## src/rtl/spi_master_ctrl.sv

```systemverilog
// SPI mode-0 initiator: 7-bit address, R/W bit, 8 data bits, with a command/data turnaround gap.
// Optional feature macro SPIM_MISO_SYNC_EN adds a 2-flop miso synchronizer with delayed sampling.
`timescale 1ns/1ps

module spi_master_ctrl #(
  parameter int HALF_PERIOD = 4,
  parameter int TURNAROUND  = 4
) (
  input  logic       clk,
  input  logic       rst_n,
  input  logic       start,
  input  logic       rw,
  input  logic [6:0] addr,
  input  logic [7:0] wdata,
  output logic       busy,
  output logic       done,
  output logic [7:0] rdata,
  output logic       cs,
  output logic       sclk,
  output logic       mosi,
  input  logic       miso
);

  localparam int CMAX = (HALF_PERIOD > TURNAROUND) ? HALF_PERIOD : TURNAROUND;
  localparam int CW   = $clog2(CMAX + 1);
  localparam logic [CW-1:0] HP_LAST = CW'(HALF_PERIOD - 1);
  localparam logic [CW-1:0] TA_LAST = CW'(TURNAROUND - 1);

  typedef enum logic [2:0] {
    S_IDLE  = 3'd0,
    S_SETUP = 3'd1,
    S_CMD   = 3'd2,
    S_TURN  = 3'd3,
    S_DATA  = 3'd4,
    S_HOLD  = 3'd5,
    S_GAP   = 3'd6
  } state_t;

  state_t        state_r, state_s;
  logic [CW-1:0] cnt_r, cnt_s;
  logic [2:0]    bit_r, bit_s;
  logic          sclk_r, sclk_s;
  logic          cs_r, cs_s;
  logic          mosi_r, mosi_s;
  logic          busy_r, busy_s;
  logic          done_r, done_s;
  logic [7:0]    rdata_r, rdata_s;
  logic          rw_r, rw_s;
  logic [15:0]   tx_r, tx_s;
  logic [7:0]    shadow_r, shadow_s;
  logic          rise_s;
  logic          samp_en_s;
  logic          samp_bit_s;

  // sclk is about to rise in the data phase: the point where miso is captured
  assign rise_s = (state_r == S_DATA) && (cnt_r == HP_LAST) && !sclk_r;

`ifdef SPIM_MISO_SYNC_EN
  logic miso_m_r, miso_q_r, rise_d1_r, rise_d2_r;

  if (HALF_PERIOD < 3) begin : g_hp_check
    $error("spi_master_ctrl: HALF_PERIOD must be >= 3 when SPIM_MISO_SYNC_EN is defined");
  end

  // Synchronize miso and delay the sample strobe by the synchronizer depth
  always_ff @(posedge clk or negedge rst_n) begin
    if (!rst_n) begin
      miso_m_r  <= 1'b0;
      miso_q_r  <= 1'b0;
      rise_d1_r <= 1'b0;
      rise_d2_r <= 1'b0;
    end else begin
      miso_m_r  <= miso;
      miso_q_r  <= miso_m_r;
      rise_d1_r <= rise_s;
      rise_d2_r <= rise_d1_r;
    end
  end

  assign samp_en_s  = rise_d2_r;
  assign samp_bit_s = miso_q_r;
`else
  assign samp_en_s  = rise_s;
  assign samp_bit_s = miso;
`endif

  // Next-state and next-output logic for the transaction sequencer
  always_comb begin
    state_s  = state_r;
    cnt_s    = cnt_r;
    bit_s    = bit_r;
    sclk_s   = sclk_r;
    cs_s     = cs_r;
    mosi_s   = mosi_r;
    busy_s   = busy_r;
    done_s   = 1'b0;
    rdata_s  = rdata_r;
    rw_s     = rw_r;
    tx_s     = tx_r;
    if (samp_en_s) begin
      shadow_s = {shadow_r[6:0], samp_bit_s};
    end else begin
      shadow_s = shadow_r;
    end

    case (state_r)
      S_IDLE: begin
        if (start) begin
          state_s = S_SETUP;
          cnt_s   = '0;
          bit_s   = 3'd0;
          cs_s    = 1'b0;
          mosi_s  = addr[6];
          busy_s  = 1'b1;
          rw_s    = rw;
          // reads put zeros on the wire during the data phase
          tx_s    = {addr, rw, (rw ? 8'h00 : wdata)};
        end else begin
          state_s = S_IDLE;
        end
      end
      S_SETUP: begin
        if (cnt_r == HP_LAST) begin
          cnt_s   = '0;
          state_s = S_CMD;
        end else begin
          cnt_s = cnt_r + CW'(1);
        end
      end
      S_CMD, S_DATA: begin
        if (cnt_r == HP_LAST) begin
          cnt_s = '0;
          if (!sclk_r) begin
            sclk_s = 1'b1;
          end else begin
            sclk_s = 1'b0;
            tx_s   = {tx_r[14:0], 1'b0};
            bit_s  = bit_r + 3'd1;
            if (bit_r == 3'd7) begin
              if (state_r == S_CMD) begin
                state_s = S_TURN;
                mosi_s  = tx_r[14];
              end else begin
                state_s = S_HOLD;
                mosi_s  = 1'b0;
              end
            end else begin
              mosi_s = tx_r[14];
            end
          end
        end else begin
          cnt_s = cnt_r + CW'(1);
        end
      end
      S_TURN: begin
        if (cnt_r == TA_LAST) begin
          cnt_s   = '0;
          state_s = S_DATA;
        end else begin
          cnt_s = cnt_r + CW'(1);
        end
      end
      S_HOLD: begin
        if (cnt_r == HP_LAST) begin
          cnt_s   = '0;
          cs_s    = 1'b1;
          state_s = S_GAP;
        end else begin
          cnt_s = cnt_r + CW'(1);
        end
      end
      S_GAP: begin
        if (cnt_r == HP_LAST) begin
          cnt_s   = '0;
          done_s  = 1'b1;
          busy_s  = 1'b0;
          state_s = S_IDLE;
          if (rw_r) begin
            rdata_s = shadow_r;
          end else begin
            rdata_s = rdata_r;
          end
        end else begin
          cnt_s = cnt_r + CW'(1);
        end
      end
      default: begin
        state_s = S_IDLE;
        cnt_s   = '0;
        bit_s   = 3'd0;
        sclk_s  = 1'b0;
        cs_s    = 1'b1;
        mosi_s  = 1'b0;
        busy_s  = 1'b0;
      end
    endcase
  end

  // State and output registers
  always_ff @(posedge clk or negedge rst_n) begin
    if (!rst_n) begin
      state_r  <= S_IDLE;
      cnt_r    <= '0;
      bit_r    <= 3'd0;
      sclk_r   <= 1'b0;
      cs_r     <= 1'b1;
      mosi_r   <= 1'b0;
      busy_r   <= 1'b0;
      done_r   <= 1'b0;
      rdata_r  <= 8'h00;
      rw_r     <= 1'b0;
      tx_r     <= 16'h0000;
      shadow_r <= 8'h00;
    end else begin
      state_r  <= state_s;
      cnt_r    <= cnt_s;
      bit_r    <= bit_s;
      sclk_r   <= sclk_s;
      cs_r     <= cs_s;
      mosi_r   <= mosi_s;
      busy_r   <= busy_s;
      done_r   <= done_s;
      rdata_r  <= rdata_s;
      rw_r     <= rw_s;
      tx_r     <= tx_s;
      shadow_r <= shadow_s;
    end
  end

  assign busy  = busy_r;
  assign done  = done_r;
  assign rdata = rdata_r;
  assign cs    = cs_r;
  assign sclk  = sclk_r;
  assign mosi  = mosi_r;

endmodule

```

## config.mk

```make
export PLATFORM = sky130hd
export DESIGN_NAME = spi_master_ctrl
export DESIGN_NICKNAME = d
export VERILOG_FILES = /design/src/rtl/spi_master_ctrl.sv
export SDC_FILE = /design/constraint.sdc
export NUM_CORES = 1
export LEC_CHECK = 0
export CAP_MARGIN = 20
export CORE_UTILIZATION = 58
export DETAILED_ROUTE_END_ITERATION = 12
export GPL_ROUTABILITY_DRIVEN = 0
export PLACE_DENSITY = 0.85
export SLEW_MARGIN = 30
export SYNTH_ARGS = -nofsm -noshare
export SYNTH_HDL_FRONTEND = slang
export SYNTH_SLANG_ARGS = --single-unit
```

## constraint.sdc

```tcl
create_clock -name clk -period 3.7 [get_ports clk]
set_input_delay 0.37 -clock clk [delete_from_list [all_inputs] [get_ports clk]]
set_output_delay 0.37 -clock clk [all_outputs]
set_load 0.01 [all_outputs]
```

==> summary.txt <==
Update from the flow run.

After layout, the worst setup slack is about 1300 ps. The total negative slack is 0 ps. The most popular library cell in the synthesized design by count is sky130_fd_sc_hd__mux2_2. Measured against its own limit, the worst slew margin works out to 44.7%.

The total inserted antenna cells is 0. After routing the design area is 0.00274 sq mm. The later pin in the worst-skew pair is clocked with a latency of approximately 300 ps. The TritonCTS clock tree is yes. The final setup violation count is 0. The area enclosed by the die boundary is 0.00418 sq mm. The routed length on met1 is 1.81 mm. The OpenROAD report gives the critical path a data arrival time of about 2500 ps. Setup repair after global routing left no endpoint under its margin. The synthesized netlist devotes 1.65% of its cell area to adder and majority cells. The number of distinct standard cells referenced by the synthesized netlist is around 40. The count of library flops with an enable pin is 0. met2 is the most crowded layer.

The smallest clock period supported by the final layout is computed as between 2000 and 2500 ps. The cell type that accounts for the most area after synthesis is sky130_fd_sc_hd__dfrtp_1. The clock tree buffer count of the final layout is 5.

The area of all sequential standard cells is 0.00115 sq mm. Per the log, the first TritonRoute iteration ended with a DRC count of 173. Multi-input gates account for 38.0% of the area.

The synthesized area divided by synthesized cell count is 12.2 sq um. The initial antenna violation count was 0. The met3 track demand over resource is under 10%. The synthesis run identifies the leading combinational cell family as multiplexers.

The post-route fraction of the period consumed by the critical path is 63.7%. The post-synthesis xor/xnor area fraction is 1.10%. In this run the horizontal extent of the chip is 64.7 um.

The report counts max-capacitance violations totalling 0. After legalization and detailed placement, the total HPWL measured between 2 and 3 mm. The compound-gate portion of the synthesized area is 7.47%. For this run, the post-layout net count is 237. The sequential cell area fraction in the yosys report is 50.6%.

Non-clock buffers in the final layout number 33. The maximum fanout encountered on the critical timing path is 10. The proportion of cell area occupied by registers is 42.1%.

The critical path startpoint category is a register. The first global-routing pass estimated 7.12 mm of wire. For reference, the placement row count at floorplan is 22. The most used flip-flop cell is sky130_fd_sc_hd__dfrtp_1. The global-route usage over all layers is 22.6%.

Summing every instance area after synthesis gives approximately 0.0023 sq mm. For flop-to-flop paths, the worst setup slack is 1340 ps. The async set-reset flop share out of synthesis is 100%. The simple logic cell fraction of the synthesized area is between 10% and 20%.

STA shows the worst reg2reg path with a cell count of 6. The critical path capture point type is a register. The static leakage is roughly 1.3 nW. The count of synthesis-stage warnings from yosys is 0. After filler insertion, the fill cell instance count of the layout stands at 254. The cell sitting at the root of the clock tree is a sky130_fd_sc_hd__clkbuf_8. In this run the post-CTS setup repair buffer count came out at 0. The number of clock sinks is about 46. The combined buffer and inverter count along the critical path is 1. The count of port buffers added during placement is 32.

The uppermost layer routed is met4. The number of vias after detailed routing is 1474. The cell sequence reported for the critical path is ha_1 -> and2b_1 -> a211oi_2 -> nor4_4 -> buf_6 -> mux2_2. The layout report lists the non-clock buffer share of cell area as 12.0%. The number of levels the H-tree was split into is 2. The iteration count recorded for the first detailed-route pass is 4. The placed cell count is about 250. On met1, the global router reports a usage of approximately 29%.

Per the detailed placement report, the placed cell area equals 0.00259 sq mm. The total I/O pin count is 33. The largest single stage delay on the critical path is 590 ps. The dominant delay contributor by cell family on the critical path is simple AND/OR/NAND/NOR gates.

The number of global-route vias before repair is 1534. The post-route antenna net violation count is 0. Cells with a size suffix above 1 make up 30.7% of the layout.

The commonest cells after synthesis are 46 x sky130_fd_sc_hd__mux2_2, 45 x sky130_fd_sc_hd__dfrtp_1, 12 x sky130_fd_sc_hd__nand2_1. The number of flip-flops and latches in the synthesized netlist is ~46. The fraction of the core area occupied by cells at floorplan is 61.3%.

Per the layout area report, the combinational gate area comes to between 0.001 and 0.0015 sq mm. The run finished with clean final reports. After detailed routing, the met3 layer carries roughly 160 um of wire. The count of cells in the finished layout, fillers not included, comes to 263.

Once the clock tree was built, the resizer swapped 0 gates to a different size. The data required time reported for the critical path is approximately 3900 ps. Entering global routing, the biggest net connects 47 pins.

The aggregate global routing overflow is 0. In the routed layout, each cell is associated on average with a via count of ~5.6. In this run the vertical extent of the chip is 64.7 um. The fraction of synthesized cell area taken by the top area cell type is 49.4%. The highest clock frequency the design can meet is 0.424 GHz. The report lists the power per cell area as 366 mW/mm^2. In the layout the commonest cells are 46 x sky130_fd_sc_hd__mux2_2, 45 x sky130_fd_sc_hd__dfrtp_1, 31 x sky130_fd_sc_hd__clkdlybuf4s50_1. The critical path runs through a total of 6 cells. The reg-to-reg critical path endpoint is tx_r[12].

Max-slew check failures listed in the final report amount to 0. For the final database, setup skew stands at 9.84 ps. After layout, the inverter instance count without clock inverters stands at 5. The fraction of area in clock buffers and inverters is 5.02%. The pre-CTS worst setup slack is 1270 ps. For this floorplan the total number of well-tap instances is 48. Looking at the area split, the leading class of cells is sequential cells. The proportion of synthesized area in mux cells is between 20% and 30%.

The mean routed wirelength per cell is 15.6 um. The class of the worst hold path is in -> async. After synthesis, the cell types taking the most area are sky130_fd_sc_hd__dfrtp_1 49%, sky130_fd_sc_hd__mux2_2 23%, sky130_fd_sc_hd__nor2b_1 2.5%. The transition time of the tightest slew-check pin is ~830 ps. The maximum root-to-sink buffer count is 2. In the final report, the number of hold violations comes to 0. STA lists the startpoint of the worst register-to-register path as cnt_r[0]. The startpoint of the most critical setup path is cnt_r[0].

The flip-flop and latch count is 46. The number of remaining DRC errors is 0. The registers of the reported paths see a clock transition of 90 ps. The largest individual stage delay along the critical path comes from the cell sky130_fd_sc_hd__nor4_4.
-- state kept, by name (all words and copies together) (netlist names) --
name and count:
done 1, mosi 1, cnt_r 3, rdata 8, state_r 3, shadow_r 8
sclk 1, busy 1, tx_r 15, rw_r 1, cs 1, bit_r 3
-- worst reg2reg max path: stages, from the launching register on --
cell	delay (ps)
sky130_fd_sc_hd__dfrtp_1	380
sky130_fd_sc_hd__ha_1	230
sky130_fd_sc_hd__and2b_1	320
sky130_fd_sc_hd__a211oi_2	150
sky130_fd_sc_hd__nor4_4	590
sky130_fd_sc_hd__buf_6	230
sky130_fd_sc_hd__mux2_2	340
-- power breakdown --
group          total (mW)  internal, mW  switching, mW
combinational      0.0486        0.0292         0.0194
clock               0.440         0.270          0.170
sequential          0.515         0.510        0.00445
total                1.00         0.810          0.193
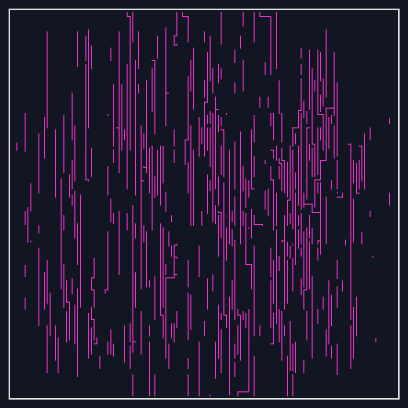
(images/layer_met2.png)
(6 px per um)
The layer carries 2080 um of wire. The wires run mostly vertical. The layer holds 50% of the routed length.
Detailed Route WL: 4.11 mm
met2 demand-to-capacity share in global routing: 38.3%

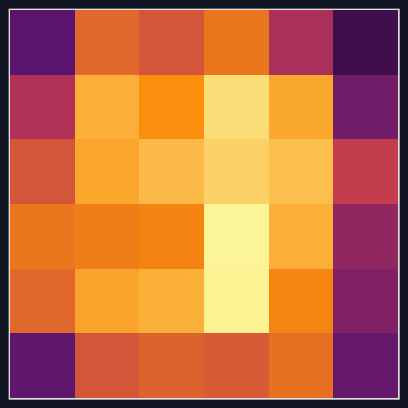
(images/cell_density.png)
(6 px per um) The die is cut into 6 by 6 equal tiles; black is low, pale yellow is high, 0 to 100% covered.
The fullest tile reaches 98%. The mean over all tiles is 64%. 36% of the tiles are over 75% full. The emptiest ninth of the die: top right.

Power and IR drop assume default switching activity.
